==> run_1/met1.png <==
The bar under the picture is 50 um long. Cells faint in the background.
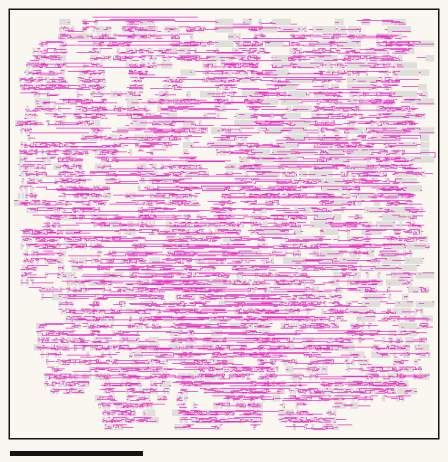
==> run_1/met2.png <==
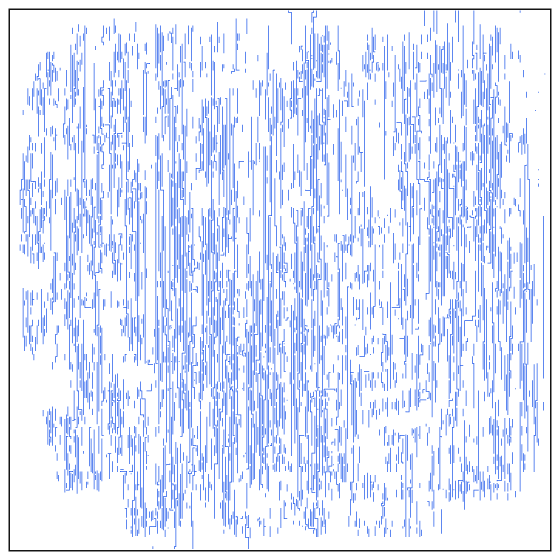
==> run_1/met3.png <==
The bar under the picture is 50 um long.
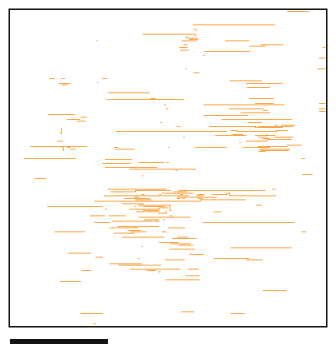
==> run_1/met4.png <==
The bar under the picture is 50 um long.
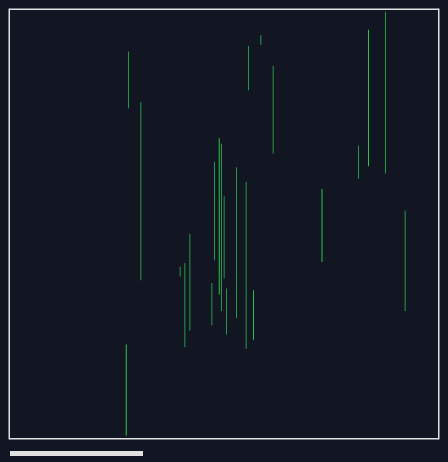
--- src/rtl/scan_pkg.sv ---
// Shared move-code vocabulary and FSM state type for the scan move streamer.
package scan_pkg;

    localparam int MOVE_W = 4;

    localparam logic [MOVE_W-1:0] MV_NOP = 4'd0;
    localparam logic [MOVE_W-1:0] MV_R   = 4'd2;
    localparam logic [MOVE_W-1:0] MV_RI  = 4'd3;
    localparam logic [MOVE_W-1:0] MV_U   = 4'd4;
    localparam logic [MOVE_W-1:0] MV_UI  = 4'd5;
    localparam logic [MOVE_W-1:0] MV_F   = 4'd6;
    localparam logic [MOVE_W-1:0] MV_FI  = 4'd7;
    localparam logic [MOVE_W-1:0] MV_L   = 4'd8;
    localparam logic [MOVE_W-1:0] MV_LI  = 4'd9;
    localparam logic [MOVE_W-1:0] MV_B   = 4'd10;
    localparam logic [MOVE_W-1:0] MV_BI  = 4'd11;
    localparam logic [MOVE_W-1:0] MV_D   = 4'd12;
    localparam logic [MOVE_W-1:0] MV_DI  = 4'd13;

    typedef enum logic [1:0] {
        IDLE   = 2'd0,
        LOAD   = 2'd1,
        STREAM = 2'd2,
        FINISH = 2'd3
    } state_t;

endpackage

--- src/rtl/scan_move_rom.sv ---
// Per-step move table with a registered (1-cycle) read; first move sits in slot 0.
module scan_move_rom
    import scan_pkg::*;
#(
    parameter int MOVE_W    = scan_pkg::MOVE_W,
    parameter int MAX_MOVES = 24,
    parameter int NUM_STEPS = 49,
    localparam int STEP_W   = $clog2(NUM_STEPS),
    localparam int LEN_W    = $clog2(MAX_MOVES+1)
) (
    input  logic                        clock,
    input  logic [STEP_W-1:0]           step_addr,
    output logic [LEN_W-1:0]            length,
    output logic [MAX_MOVES*MOVE_W-1:0] moves
);

    logic [LEN_W-1:0]                  tbl_len;
    logic [MAX_MOVES-1:0][MOVE_W-1:0]  tbl_moves;

    always_comb begin
        // Filler steps cycle through the twelve face turns R..Di.
        tbl_len = LEN_W'((int'(step_addr) % 5) + 1);
        for (int i = 0; i < MAX_MOVES; i++)
            tbl_moves[i] = MOVE_W'(int'(MV_R) + ((int'(step_addr) + 3*i) % 12));
        case (step_addr)
            STEP_W'(0): begin
                tbl_len      = LEN_W'(5);
                tbl_moves    = '0;
                tbl_moves[0] = MV_L;
                tbl_moves[1] = MV_RI;
                tbl_moves[2] = MV_FI;
                tbl_moves[3] = MV_U;
                tbl_moves[4] = MV_UI;
            end
            STEP_W'(1): begin
                tbl_len      = LEN_W'(3);
                tbl_moves    = '0;
                tbl_moves[0] = MV_F;
                tbl_moves[1] = MV_R;
                tbl_moves[2] = MV_RI;
            end
            STEP_W'(2): begin
                tbl_len   = '0;
                tbl_moves = '0;
            end
            // Deliberately over-long entry; the streamer clamps it.
            STEP_W'(3): tbl_len = '1;
            STEP_W'(NUM_STEPS-1): begin
                tbl_len      = LEN_W'(6);
                tbl_moves    = '0;
                tbl_moves[0] = MV_L;
                tbl_moves[1] = MV_RI;
                tbl_moves[2] = MV_FI;
                tbl_moves[3] = MV_D;
                tbl_moves[4] = MV_L;
                tbl_moves[5] = MV_RI;
            end
            default: ;
        endcase
    end

    always_ff @(posedge clock) begin
        length <= tbl_len;
        moves  <= tbl_moves;
    end

endmodule

--- src/rtl/scan_move_streamer.sv ---
// Steps through the scan sequence, streaming each step's move batch over a valid/ready port.
module scan_move_streamer
    import scan_pkg::*;
#(
    parameter int MOVE_W    = scan_pkg::MOVE_W,
    parameter int MAX_MOVES = 24,
    parameter int NUM_STEPS = 49,
    localparam int STEP_W   = $clog2(NUM_STEPS),
    localparam int LEN_W    = $clog2(MAX_MOVES+1)
) (
    input  logic              clock,
    input  logic              reset,
    input  logic              next_step,
    input  logic              restart,
    input  logic              move_ready,
    output logic [MOVE_W-1:0] move,
    output logic              move_valid,
    output logic              last_move,
    output logic [STEP_W-1:0] step,
    output logic              busy,
    output logic              batch_done,
    output logic              seq_done
);

    localparam logic [STEP_W-1:0] LAST_STEP = STEP_W'(NUM_STEPS-1);
    localparam logic [LEN_W-1:0]  MAX_LEN   = LEN_W'(MAX_MOVES);

    state_t                            state;
    logic [LEN_W-1:0]                  rom_len, len_c, len, idx;
    logic [MAX_MOVES*MOVE_W-1:0]       rom_moves;
    logic [MAX_MOVES-1:0][MOVE_W-1:0]  slots;

    // ROM re-reads the current step every cycle, so its output is ready during LOAD
    // and stays put for the whole batch because step only moves in FINISH.
    scan_move_rom #(
        .MOVE_W    (MOVE_W),
        .MAX_MOVES (MAX_MOVES),
        .NUM_STEPS (NUM_STEPS)
    ) u_rom (
        .clock     (clock),
        .step_addr (step),
        .length    (rom_len),
        .moves     (rom_moves)
    );

    assign slots = rom_moves;
    assign len_c = (rom_len > MAX_LEN) ? MAX_LEN : rom_len;

    always_ff @(posedge clock or posedge reset) begin
        if (reset) begin
            state      <= IDLE;
            step       <= '0;
            move       <= '0;
            move_valid <= 1'b0;
            last_move  <= 1'b0;
            busy       <= 1'b0;
            batch_done <= 1'b0;
            seq_done   <= 1'b0;
            len        <= '0;
            idx        <= '0;
        end else begin
            batch_done <= 1'b0;
            if (restart) begin
                state      <= IDLE;
                step       <= '0;
                seq_done   <= 1'b0;
                move       <= '0;
                move_valid <= 1'b0;
                last_move  <= 1'b0;
                busy       <= 1'b0;
            end else begin
                case (state)
                    IDLE: if (next_step && !seq_done) begin
                        state <= LOAD;
                        busy  <= 1'b1;
                    end
                    LOAD: begin
                        len <= len_c;
                        if (len_c == '0) begin
                            state      <= FINISH;
                            batch_done <= 1'b1;
                        end else begin
                            state      <= STREAM;
                            move       <= slots[0];
                            move_valid <= 1'b1;
                            last_move  <= (len_c == LEN_W'(1));
                            idx        <= LEN_W'(1);
                        end
                    end
                    STREAM: if (move_ready) begin
                        if (last_move) begin
                            state      <= FINISH;
                            batch_done <= 1'b1;
                            move       <= '0;
                            move_valid <= 1'b0;
                            last_move  <= 1'b0;
                        end else begin
                            move      <= slots[idx];
                            last_move <= (idx == len - LEN_W'(1));
                            idx       <= idx + LEN_W'(1);
                        end
                    end
                    FINISH: begin
                        state <= IDLE;
                        busy  <= 1'b0;
                        if (step == LAST_STEP) seq_done <= 1'b1;
                        else                   step     <= step + STEP_W'(1);
                    end
                    default: state <= IDLE;
                endcase
            end
        end
    end

endmodule

--- config.mk ---
export PLATFORM = sky130hd
export DESIGN_NAME = scan_move_streamer
export DESIGN_NICKNAME = d
export VERILOG_FILES = /design/src/rtl/scan_pkg.sv /design/src/rtl/scan_move_rom.sv /design/src/rtl/scan_move_streamer.sv
export SDC_FILE = /design/constraint.sdc
export NUM_CORES = 1
export LEC_CHECK = 0
export ABC_AREA = 1
export ABC_CLOCK_PERIOD_IN_PS = 8039
export CORE_MARGIN = 1
export CORE_UTILIZATION = 50
export CTS_CLUSTER_DIAMETER = 60
export DETAILED_ROUTE_END_ITERATION = 10
export PLACE_DENSITY_LB_ADDON = 0.1
export SYNTH_ARGS = -nofsm -noshare
export SYNTH_HDL_FRONTEND = slang
export SYNTH_SLANG_ARGS = --single-unit
--- constraint.sdc ---
create_clock -name clock -period 8.04 [get_ports clock]
set_clock_uncertainty 0.2 [all_clocks]
set_input_delay 0.804 -clock clock [delete_from_list [all_inputs] [get_ports clock]]
set_output_delay 0.804 -clock clock [all_outputs]
set_load 0.05 [all_outputs]
==> report_table.html, run 1 <==
<!-- implementation run metrics -->
<table>
<tr><th>Metric</th><th>Value</th></tr>
<tr><th colspan="2">Run status</th></tr>
<tr><td>Run status</td><td>complete, no violations</td></tr>
<tr><th colspan="2">Pwr</th></tr>
<tr><td>Power density over the cells</td><td>470 mW/mm^2</td></tr>
<tr><td>Portion of total power attributed to combinational logic</td><td>80.9%</td></tr>
<tr><td>Internal power summed over all cells</td><td>2.62 mW</td></tr>
<tr><td>Power Total</td><td>6.27 mW</td></tr>
<tr><td>Power attributed to the clock group</td><td>405 uW</td></tr>
<tr><th colspan="2">Clock tree</th></tr>
<tr><td>Maximum level of the CTS H-tree</td><td>3</td></tr>
<tr><td>Insertion Delay late pin</td><td>0.34 ns</td></tr>
<tr><th colspan="2">GRT</th></tr>
<tr><td>Global-route layer with the greatest usage</td><td>met2</td></tr>
<tr><td>Wire length of the first global-routing pass</td><td>59,700 um</td></tr>
<tr><td>Number of antenna violations at the first check in global routing</td><td>1</td></tr>
<tr><th colspan="2">Layout</th></tr>
<tr><td>End-of-flow core utilization</td><td>54.4%</td></tr>
<tr><td>Number of nets in the final layout</td><td>2,256</td></tr>
<tr><td>Relative area change from synthesis to final layout</td><td>5.75%</td></tr>
<tr><td>Most instantiated logic cell after routing</td><td>nand2_1</td></tr>
<tr><td>Finished Layout Cells</td><td>2,477</td></tr>
<tr><th colspan="2">Timing</th></tr>
<tr><td>Total Neg Setup Slack</td><td>0 ns</td></tr>
<tr><td>Number of pins with negative max-slew slack in the final report</td><td>0</td></tr>
<tr><td>Final Setup Violations</td><td>0</td></tr>
<tr><td>Final hold slack</td><td>0.278 ns</td></tr>
<tr><th colspan="2">Route</th></tr>
<tr><td>Mean routed wirelength per cell</td><td>14.8 um</td></tr>
<tr><td>Total length of routed met2 wires</td><td>16,800 um</td></tr>
<tr><td>Remaining antenna violation count after routing</td><td>0</td></tr>
<tr><td>Highest routed layer</td><td>met4</td></tr>
<tr><td>DRC violations left</td><td>0</td></tr>
<tr><th colspan="2">Place</th></tr>
<tr><td>Pre-CTS WS</td><td>2.02 ns</td></tr>
<tr><td>Total of buffers placed on input and output ports</td><td>19</td></tr>
<tr><th colspan="2">Worst setup path</th></tr>
<tr><td>Count of cells along the worst register-to-register path</td><td>33</td></tr>
<tr><td>Type of element launching the critical path</td><td>register</td></tr>
<tr><td>R2r endpoint</td><td>u_rom.moves[91]$_DFF_P_</td></tr>
<tr><td>Maximum fanout count along the critical path</td><td>19</td></tr>
<tr><th colspan="2">Min path</th></tr>
<tr><td>Worst hold path class</td><td>register to register</td></tr>
<tr><th colspan="2">Floorplanning</th></tr>
<tr><td>Number of standard-cell rows in the floorplan</td><td>57</td></tr>
<tr><td>Placeable Area</td><td>0.0245 mm^2</td></tr>
<tr><td>Die outline width</td><td>161 um</td></tr>
<tr><th colspan="2">Logic synthesis</th></tr>
<tr><td>Synthesized netlist net count</td><td>2,261</td></tr>
<tr><th colspan="2">Flow run</th></tr>
<tr><td>Number of OpenROAD warnings</td><td>59</td></tr>
</table>
-- met1.png (at the start) --
The layer carries 17,200 um of wire. The layer holds 47% of the routed length.
Vias: 13.3k
met1 global-route usage: 38.9%
total length of routed wires: 36,800 um

-- met2.png (at the start) --
The layer carries 16,800 um of wire. The longest straight run is 61.5 um.
met2 usage in global routing: 47.5%

-- met3.png (at the start) --
The longest straight run is 56.1 um. The layer holds 5.4% of the routed length. The wires run mostly horizontal. 131 nets have wire on it.
met3 track utilization from global routing: 2.51%

-- met4.png (at the start) --
The longest straight run is 66.6 um. The wires run mostly vertical.

-- run 1: flip-flops by register name, summed over array words and instances, names as in the netlist, 2 cells and up --
| register | count |
|---|---|
| u_rom.moves | 63 |
| step | 6 |
| idx | 5 |
| len | 5 |
| u_rom.length | 5 |
| move | 4 |
| state | 2 |
-- run 1: final cells by class --
type                       count  area [um^2]
timing repair buffer          30          273
multi-input combinational   1673         9080
inverter                     339         1280
clock buffer                  11          233
tap                          324          405
clock inverter                 5         42.5
fill                        2541        11200
sequential                    95         2040
-- run 1: cell families after synthesis --
logic type,Yosys count
muxes,5
AOI/OAI and AO/OA,383
and+or+nand+nor,1080
buffers and inverters,385
adders and majority gates,103
DFF,95
xor gates and xnor gates,102
==> run 1 -> run 2 <==
--- a/config.mk
+++ b/config.mk
@@ -6,7 +6,7 @@
 export NUM_CORES = 1
 export LEC_CHECK = 0
 export ABC_AREA = 1
-export ABC_CLOCK_PERIOD_IN_PS = 8039
+export ABC_CLOCK_PERIOD_IN_PS = 6200
 export CORE_MARGIN = 1
 export CORE_UTILIZATION = 50
 export CTS_CLUSTER_DIAMETER = 60
==> constraint.sdc (replaced) <==
create_clock -name clock -period 6.2 [get_ports clock]
set_clock_uncertainty 0.2 [all_clocks]
set_input_delay 0.62 -clock clock [delete_from_list [all_inputs] [get_ports clock]]
set_output_delay 0.62 -clock clock [all_outputs]
set_load 0.05 [all_outputs]
==> run_2/met4.png <==
The bar under the picture is 50 um long.
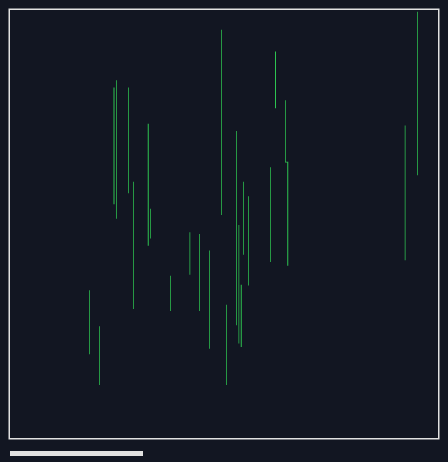
The wires run mostly vertical. 22 nets have wire on it. The layer holds 2.4% of the routed length.
Vias: 13.4k
total length of routed wires: 37,400 um

==> run_2/met1.png <==
The bar under the picture is 50 um long. Cells faint in the background.
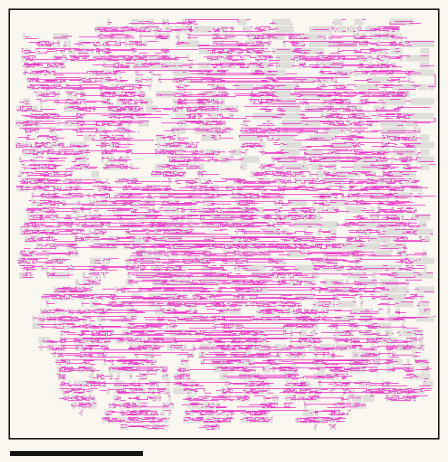
The wires run mostly horizontal. The layer carries 17,500 um of wire. The longest straight run is 52.4 um.
met1 global-route usage: 39.3%

==> run_2/met3.png <==
The bar under the picture is 50 um long.
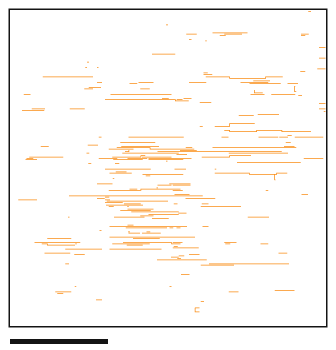
140 nets have wire on it. The longest straight run is 67.9 um. The layer carries 2,000 um of wire.
met3 track utilization from global routing: 3.36%

==> report_table.html, run 2 <==
<!-- implementation run metrics -->
<table>
<tr><th>Metric</th><th>Value</th></tr>
<tr><th colspan="2">Run status</th></tr>
<tr><td>Run status</td><td>complete, no violations (unchanged)</td></tr>
<tr><th colspan="2">Logic synthesis</th></tr>
<tr><td>Synthesized netlist net count</td><td>2,261 (unchanged)</td></tr>
<tr><th colspan="2">Place</th></tr>
<tr><td>Pre-CTS WS</td><td>0.605 ns (was 2.02 ns)</td></tr>
<tr><td>Total of buffers placed on input and output ports</td><td>19 (unchanged)</td></tr>
<tr><th colspan="2">Layout</th></tr>
<tr><td>End-of-flow core utilization</td><td>54.7% (was 54.4%)</td></tr>
<tr><td>Non-clock buffer instance count of the final layout</td><td>39 (was 30)</td></tr>
<tr><td>Register fraction of the total cell area</td><td>15.2% (was 15.3%)</td></tr>
<tr><td>Buffering overhead</td><td>2.53% (was 2.04%)</td></tr>
<tr><td>Finished Layout Cells</td><td>2,486 (was 2,477)</td></tr>
<tr><td>Register with the most flip-flops</td><td>u_rom.moves (unchanged)</td></tr>
<tr><td>Number of nets in the final layout</td><td>2,265 (was 2,256)</td></tr>
<tr><td>Number of flip-flops under the largest register name</td><td>63 (unchanged)</td></tr>
<tr><td>Area of the multi-input gates</td><td>0.00908 mm^2 (about the same)</td></tr>
<tr><td>Largest registers in the final layout</td><td>u_rom.moves (63), step (6) (unchanged)</td></tr>
<tr><td>Number of flip-flops and latches</td><td>95 (unchanged)</td></tr>
<tr><td>Comb/total area</td><td>67.6% (was 68.0%)</td></tr>
<tr><td>Layout clock buffer count</td><td>11 (unchanged)</td></tr>
<tr><td>Area of all sequential standard cells</td><td>0.00204 mm^2 (unchanged)</td></tr>
<tr><td>Dominant kind of cell</td><td>combinational gates (unchanged)</td></tr>
<tr><td>Number of combinational gates with multiple inputs</td><td>1,673 (unchanged)</td></tr>
<tr><td>Clk tree area frac</td><td>2.11% (was 2.06%)</td></tr>
<tr><td>Most instantiated logic cell after routing</td><td>nand2_1 (unchanged)</td></tr>
<tr><th colspan="2">Route</th></tr>
<tr><td>DRC violations left</td><td>0 (unchanged)</td></tr>
<tr><td>Total length of routed met2 wires</td><td>16,900 um (was 16,800 um)</td></tr>
<tr><td>Remaining antenna violation count after routing</td><td>0 (unchanged)</td></tr>
<tr><td>Mean routed wirelength per cell</td><td>15.0 um (was 14.8 um)</td></tr>
<tr><th colspan="2">Pwr</th></tr>
<tr><td>Power Total</td><td>8.21 mW (was 6.27 mW)</td></tr>
<tr><td>Power density over the cells</td><td>611 mW/mm^2 (was 470 mW/mm^2)</td></tr>
<tr><th colspan="2">Timing</th></tr>
<tr><td>Final hold slack</td><td>0.280 ns (was 0.278 ns)</td></tr>
<tr><td>Final Setup Violations</td><td>0 (unchanged)</td></tr>
<tr><td>Total Neg Setup Slack</td><td>0 ns (unchanged)</td></tr>
<tr><td>Number of pins with negative max-slew slack in the final report</td><td>0 (unchanged)</td></tr>
<tr><th colspan="2">Worst setup path</th></tr>
<tr><td>Count of cells along the worst register-to-register path</td><td>35 (was 33)</td></tr>
<tr><td>Type of element launching the critical path</td><td>register (unchanged)</td></tr>
<tr><td>R2r endpoint</td><td>u_rom.length[4]$_DFF_P_ (was u_rom.moves[91]$_DFF_P_)</td></tr>
<tr><th colspan="2">Min path</th></tr>
<tr><td>Worst hold path class</td><td>register to register (unchanged)</td></tr>
<tr><th colspan="2">Clock tree</th></tr>
<tr><td>Maximum level of the CTS H-tree</td><td>3 (unchanged)</td></tr>
<tr><th colspan="2">Flow run</th></tr>
<tr><td>Number of OpenROAD warnings</td><td>59 (unchanged)</td></tr>
<tr><th colspan="2">GRT</th></tr>
<tr><td>Number of antenna violations at the first check in global routing</td><td>1 (unchanged)</td></tr>
<tr><td>Global-route layer with the greatest usage</td><td>met2 (unchanged)</td></tr>
<tr><td>Wire length of the first global-routing pass</td><td>60,900 um (was 59,700 um)</td></tr>
<tr><th colspan="2">Floorplanning</th></tr>
<tr><td>N_taps</td><td>324 (unchanged)</td></tr>
<tr><td>Number of standard-cell rows in the floorplan</td><td>57 (unchanged)</td></tr>
</table>
[run 2: logic make-up (layout without fill, tap and decap cells)]
kind of cell / Yosys count / in the layout / share of synthesized area [%]
DFF: 95 / 95 / 16.1
AOI/OAI and AO/OA: 383 / 383 / 17.1
xor gates and xnor gates: 102 / 102 / 7.19
buffers and inverters: 385 / 394 / 12.0
and+or+nand+nor: 1080 / 1080 / 37.0
muxes: 5 / 5 / 0.426
adders and majority gates: 103 / 103 / 10.2
[run 2: report_power, final]
| group | leakage [nW] | switching [mW] | total (mW) | internal [mW] |
|---|---|---|---|---|
| logic | 6.20 | 4.36 | 6.63 | 2.27 |
| clock network | 0.137 | 0.260 | 0.548 | 0.288 |
| registers | 0.922 | 0.142 | 1.03 | 0.883 |
| total | 7.26 | 4.76 | 8.21 | 3.44 |
Power and IR drop assume default switching activity.
